<file path="config.mk">
export PLATFORM = sky130hd
export DESIGN_NAME = onehot_to_bin_encoder_pipe
export DESIGN_NICKNAME = d
export VERILOG_FILES = /design/src/rtl/onehot_enc_pkg.sv /design/src/rtl/onehot_enc_core.sv /design/src/rtl/onehot_to_bin_encoder_pipe.sv
export SDC_FILE = /design/constraint.sdc
export NUM_CORES = 1
export LEC_CHECK = 0
export ABC_AREA = 1
export CAP_MARGIN = 5
export CORE_MARGIN = 2
export CORE_UTILIZATION = 49
export DETAILED_ROUTE_END_ITERATION = 7
export HOLD_SLACK_MARGIN = 0.12
export PLACE_DENSITY = 0.91
export SETUP_SLACK_MARGIN = 0.3
export SYNTH_ARGS = -nofsm -noshare
export SYNTH_HDL_FRONTEND = slang
export SYNTH_SLANG_ARGS = --single-unit
</file>
<file path="constraint.sdc">
create_clock -name clk -period 2.6 [get_ports clk]
set_input_delay 0.52 -clock clk [delete_from_list [all_inputs] [get_ports clk]]
set_output_delay 0.52 -clock clk [all_outputs]
set_load 0.01 [all_outputs]
</file>
<file path="src/rtl/onehot_enc_pkg.sv">
// Shared mode constants and width helper for the one-hot to binary encoder.
// The encoder core and the pipelined top both import this package.
package onehot_enc_pkg;

    localparam bit STRICT_OFF = 1'b0;
    localparam bit STRICT_ON  = 1'b1;

    localparam bit PRIO_LSB = 1'b0;
    localparam bit PRIO_MSB = 1'b1;

    // Number of bits needed to index n lines; never below 1.
    function automatic int enc_width(input int n);
        int w;
        w = 1;
        for (int i = 1; i < 31; i++) begin
            if ((1 << i) < n) begin
                w = i + 1;
            end
        end
        return w;
    endfunction

endpackage

</file>
<file path="src/rtl/onehot_enc_core.sv">
// Purely combinational encoder: in_code -> {bin, err, none}.
// Strict mode flags anything not exactly one-hot; otherwise priority-encodes.
import onehot_enc_pkg::*;

module onehot_enc_core #(
    parameter int N_IN         = 10,
    parameter int OUT_W        = enc_width(N_IN),
    parameter bit STRICT       = STRICT_ON,
    parameter bit PRIORITY_MSB = PRIO_LSB
) (
    input  logic [N_IN-1:0]  code,
    output logic [OUT_W-1:0] bin,
    output logic             err,
    output logic             none
);

    logic [OUT_W-1:0] lo_idx;
    logic [OUT_W-1:0] hi_idx;
    logic             seen;
    logic             multi;

    // NOTE: every signal written here gets a default first; otherwise a
    // path that skips an assignment would infer a latch.
    always_comb begin
        lo_idx = '0;
        hi_idx = '0;
        seen   = 1'b0;
        multi  = 1'b0;
        for (int i = 0; i < N_IN; i++) begin
            if (code[i]) begin
                if (seen) begin
                    multi = 1'b1;
                end
                seen   = 1'b1;
                hi_idx = OUT_W'(i);
            end
        end
        // Scanning downward leaves the lowest set index in lo_idx.
        for (int i = N_IN - 1; i >= 0; i--) begin
            if (code[i]) begin
                lo_idx = OUT_W'(i);
            end
        end
    end

    always_comb begin
        none = ~seen;
        err  = 1'b0;
        bin  = '0;
        if (STRICT) begin
            err = none | multi;
            if (!err) begin
                bin = lo_idx;
            end
        end else begin
            bin = PRIORITY_MSB ? hi_idx : lo_idx;
        end
    end

endmodule

</file>
<file path="src/rtl/onehot_to_bin_encoder_pipe.sv">
// Registered one-hot/priority encoder with a valid/ready output stage
// and a saturating count of erroring words.
import onehot_enc_pkg::*;

module onehot_to_bin_encoder_pipe #(
    parameter int N_IN         = 10,
    parameter int OUT_W        = enc_width(N_IN),
    parameter bit STRICT       = STRICT_ON,
    parameter bit PRIORITY_MSB = PRIO_LSB,
    parameter int ERR_CNT_W    = 8
) (
    input  logic                 clk,
    input  logic                 rst,
    input  logic                 in_valid,
    output logic                 in_ready,
    input  logic [N_IN-1:0]      in_code,
    output logic                 out_valid,
    input  logic                 out_ready,
    output logic [OUT_W-1:0]     out_bin,
    output logic                 out_err,
    output logic                 out_none,
    input  logic                 clr_err,
    output logic [ERR_CNT_W-1:0] err_count
);

    localparam logic [0:0] ST_EMPTY = 1'b0;
    localparam logic [0:0] ST_FULL  = 1'b1;

    localparam logic [ERR_CNT_W-1:0] ERR_MAX = '1;

    logic [0:0]       state;
    logic             accept;
    logic [OUT_W-1:0] enc_bin;
    logic             enc_err;
    logic             enc_none;

    onehot_enc_core #(
        .N_IN         (N_IN),
        .OUT_W        (OUT_W),
        .STRICT       (STRICT),
        .PRIORITY_MSB (PRIORITY_MSB)
    ) u_core (
        .code (in_code),
        .bin  (enc_bin),
        .err  (enc_err),
        .none (enc_none)
    );

    assign out_valid = (state == ST_FULL);
    assign in_ready  = !out_valid || out_ready;
    assign accept    = in_valid && in_ready;

    // NOTE: sequential state uses non-blocking assignments so every register
    // samples pre-edge values regardless of statement order.
    always_ff @(posedge clk) begin
        if (rst) begin
            state <= ST_EMPTY;
        end else if (state == ST_EMPTY) begin
            if (accept) begin
                state <= ST_FULL;
            end
        end else if (out_ready && !accept) begin
            state <= ST_EMPTY;
        end
    end

    // Output fields only move on accept, which keeps them stable under backpressure.
    always_ff @(posedge clk) begin
        if (rst) begin
            out_bin  <= '0;
            out_err  <= 1'b0;
            out_none <= 1'b0;
        end else if (accept) begin
            out_bin  <= enc_bin;
            out_err  <= enc_err;
            out_none <= enc_none;
        end
    end

    // Clear takes precedence over a coincident erroring accept.
    always_ff @(posedge clk) begin
        if (rst || clr_err) begin
            err_count <= '0;
        end else if (accept && enc_err && (err_count != ERR_MAX)) begin
            err_count <= err_count + ERR_CNT_W'(1);
        end
    end

endmodule

</file>
io_placement.png
Pins as bars across the die edge, other pins in grey.
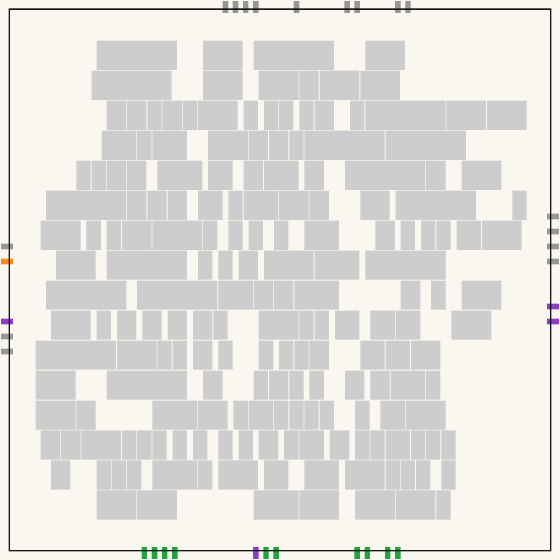
- orange: rst (pins 1; direction input; edge west)
- purple: out_bin (pins 4; direction output; edge 2 east, 1 west, 1 south)
- green: in_code (pins 10; direction input; edge south)
- all pins by edge: 11 south, 9 north, 6 east, 5 west

layer_met3.png
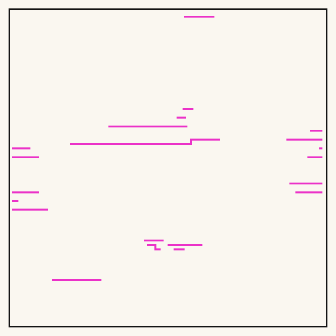
- share of all routed wire: 4.1%
- nets with wire on the layer: 20
- longest straight run: 18.6 um

clk_routes.png
Bar = 10 um.
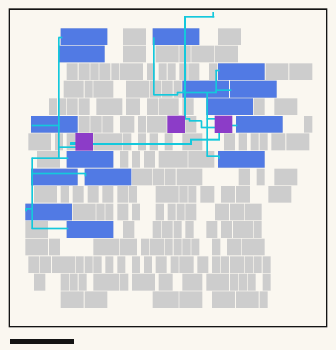
- blue: flip-flops (count 15)
- purple: clock drivers (count 3)
- cyan: clock wires (length 159 um)
- routed clock nets: 4

==> run notes <==
Notes on the physical design

The cell-internal power is about 0.00034 W. Looking at the cell usage after synthesis, the top flip-flop cell is sky130_fd_sc_hd__dfxtp_1. By instance count, the cell type seen most on the critical path is sky130_fd_sc_hd__clkdlybuf4s50_1. In the final layout, the share of cells above drive strength 1 is 0.126. The number of antenna violations at the first check in global routing is 0. By count the netlist is led by sky130_fd_sc_hd__nand2_1 (37), sky130_fd_sc_hd__inv_1 (18), sky130_fd_sc_hd__nand3_1 (17). The floorplan step defined a die boundary enclosing 2400 um^2. In the layout the tool counted multi-input logic cells amounting to 113. The synthesized netlist contains 23 unique library cells. In this run the top signal layer used is met4. The type of element capturing the critical path is a primary output. Once synthesis finished, the tally of register bits stood at 15. The endpoint of the lowest-slack register-to-register path is err_count[4]$_SDFFE_PP0P_. The worst hold path begins at out_bin[2]$_SDFFE_PP0P_. The multi-input gate share of total cell area is 0.453.

The number of standard cells reported by yosys is 149. The number of global-route vias before repair is 950. The cell-mix breakdown from Yosys lists the compound-gate area share as 0.136. The number of cells in the design after placement is 206.

The critical path depth in cells is 4. The standard cell area after detailed placement is 1330 um^2. In the layout the commonest cells are sky130_fd_sc_hd__nand2_1 (37), sky130_fd_sc_hd__clkdlybuf4s50_1 (30), sky130_fd_sc_hd__inv_1 (18), sky130_fd_sc_hd__nand3_1 (17), sky130_fd_sc_hd__a21oi_1 (16). Counting flops with a built-in enable in the synthesized netlist gives 0.

The transition time recorded at the tightest slew-check pin is 0.568 ns. The maximum operating frequency is 0.465 GHz. The area of the mapped netlist is 992 um^2. The layout has 179 filler cells.

The buffer_ports step reported a buffer count of 30. The biggest area consumer among synthesized cells is sky130_fd_sc_hd__dfxtp_1. At the worst endpoint, the arrival time is 1.63 ns. In this run, power in the clock network comes to 0.000128 W.

The total overflow left after global routing is 0. The layout report lists the multi-input gate area as 613 um^2. Leaving out the clock tree, the finished layout contains an inverter count of 21.

The amount of wire on met2 after detailed routing is 1240 um. The global-route wire length before repair is 3830 um. For the worst reg-to-reg path, the startpoint reported by OpenROAD is err_count[0]$_SDFFE_PP0P_. STA lists the maximum fanout along the critical path as 3. The flow ran to the end, and the final reports show no timing, DRC or antenna violations. The launch point of the critical path is out_ready. The worst hold path class is reg -> reg.

The final setup violation count is 0. The share of the yosys chip area belonging to registers is 0.303. The slowest cell on the critical path is sky130_fd_sc_hd__clkdlybuf4s50_1. The total clock buffers created by CTS is 3.

The max capacitance violation total is 0. Across every metal layer, demand over resource in global routing totals 0.199. Dividing the final minimum period by the clock period gives 0.827. The dominant logic cell type in the layout is sky130_fd_sc_hd__nand2_1.

The fraction of registers with async set or reset after synthesis is 0. The static leakage power is 0.568 nW. The number of clock buffer instances in the layout is 4.

The final sum of negative setup slack is 0 ns. The final cell count without fillers is between 200 and 250. The average instance in the mapped netlist occupies 6.66 um^2. Of all the cell area in the finished design, non-clock buffers hold 0.222. Looking at the post-CTS report, the setup buffer insertion count equals 0.

The area of all placed cells without fillers is 1350 um^2. The endpoint of the worst hold path is reported as out_bin[2]$_SDFFE_PP0P_. The net switching share of the total power is 0.273. The clock tree buffer depth is 2. In this run the power spent charging and discharging nets is 0.000128 W. The area-dominant cell class after layout is logic gates. Sorting the synthesized cells by area gives the leading types as sky130_fd_sc_hd__dfxtp_1 (30%), sky130_fd_sc_hd__nand2_1 (14%), sky130_fd_sc_hd__nand3_1 (8.6%), sky130_fd_sc_hd__a21oi_1 (8.1%), sky130_fd_sc_hd__inv_1 (6.8%). The clock-pin transition on the worst setup and hold timing paths is 0.08 ns. In this run the critical path is formed by clkdlybuf4s50_1, inv_2, nand2_2, clkdlybuf4s50_1. The cts-stage hold buffer count is 0. The instance tally after logic synthesis is 149. The critical path start-end classification is in -> out. Per the final report, the share of cell area in clock cells is 0.0194. The clock tree has to reach 15 sinks. The count of warning messages emitted by the tools is 26. The largest registers in the layout are err_count x8, out_bin x4. After detailed routing, the wire length on met1 is 989 um. Per STA, the endpoint of the critical path is in_ready. The final worst hold slack is 0.471 ns. The worst path buffer plus inverter count is 3. Max-slew check failures listed in the final report amount to 0.

The number of search-and-repair iterations in the first detailed-routing pass is 4. The power share of the combinational group is 0.218. The sequential power is between 0.0002 and 0.00025 W.
placement.png
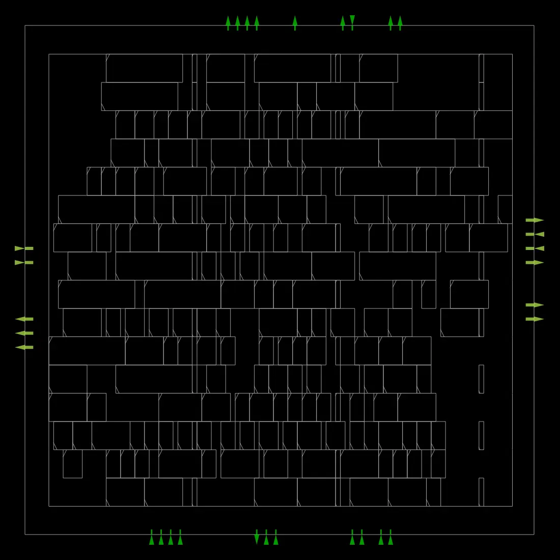
Tapcells: 27
register fraction of the total cell area: 0.222
fin util: 0.697

cell_density.png
10 x 10 tiles, from white (low) to dark blue (high), 0 to 100% covered.
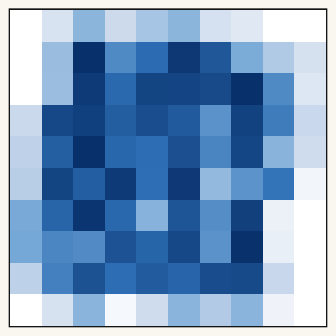
- tiles over 75% full: 42%
- mean over tiles: 55%
- emptiest ninth of the die: south-east
- fullest tile: 100%
- nearly empty tiles: 10%
core outline area: 1940 um^2
Starting Density: 0.511

Power and IR drop assume default switching activity.
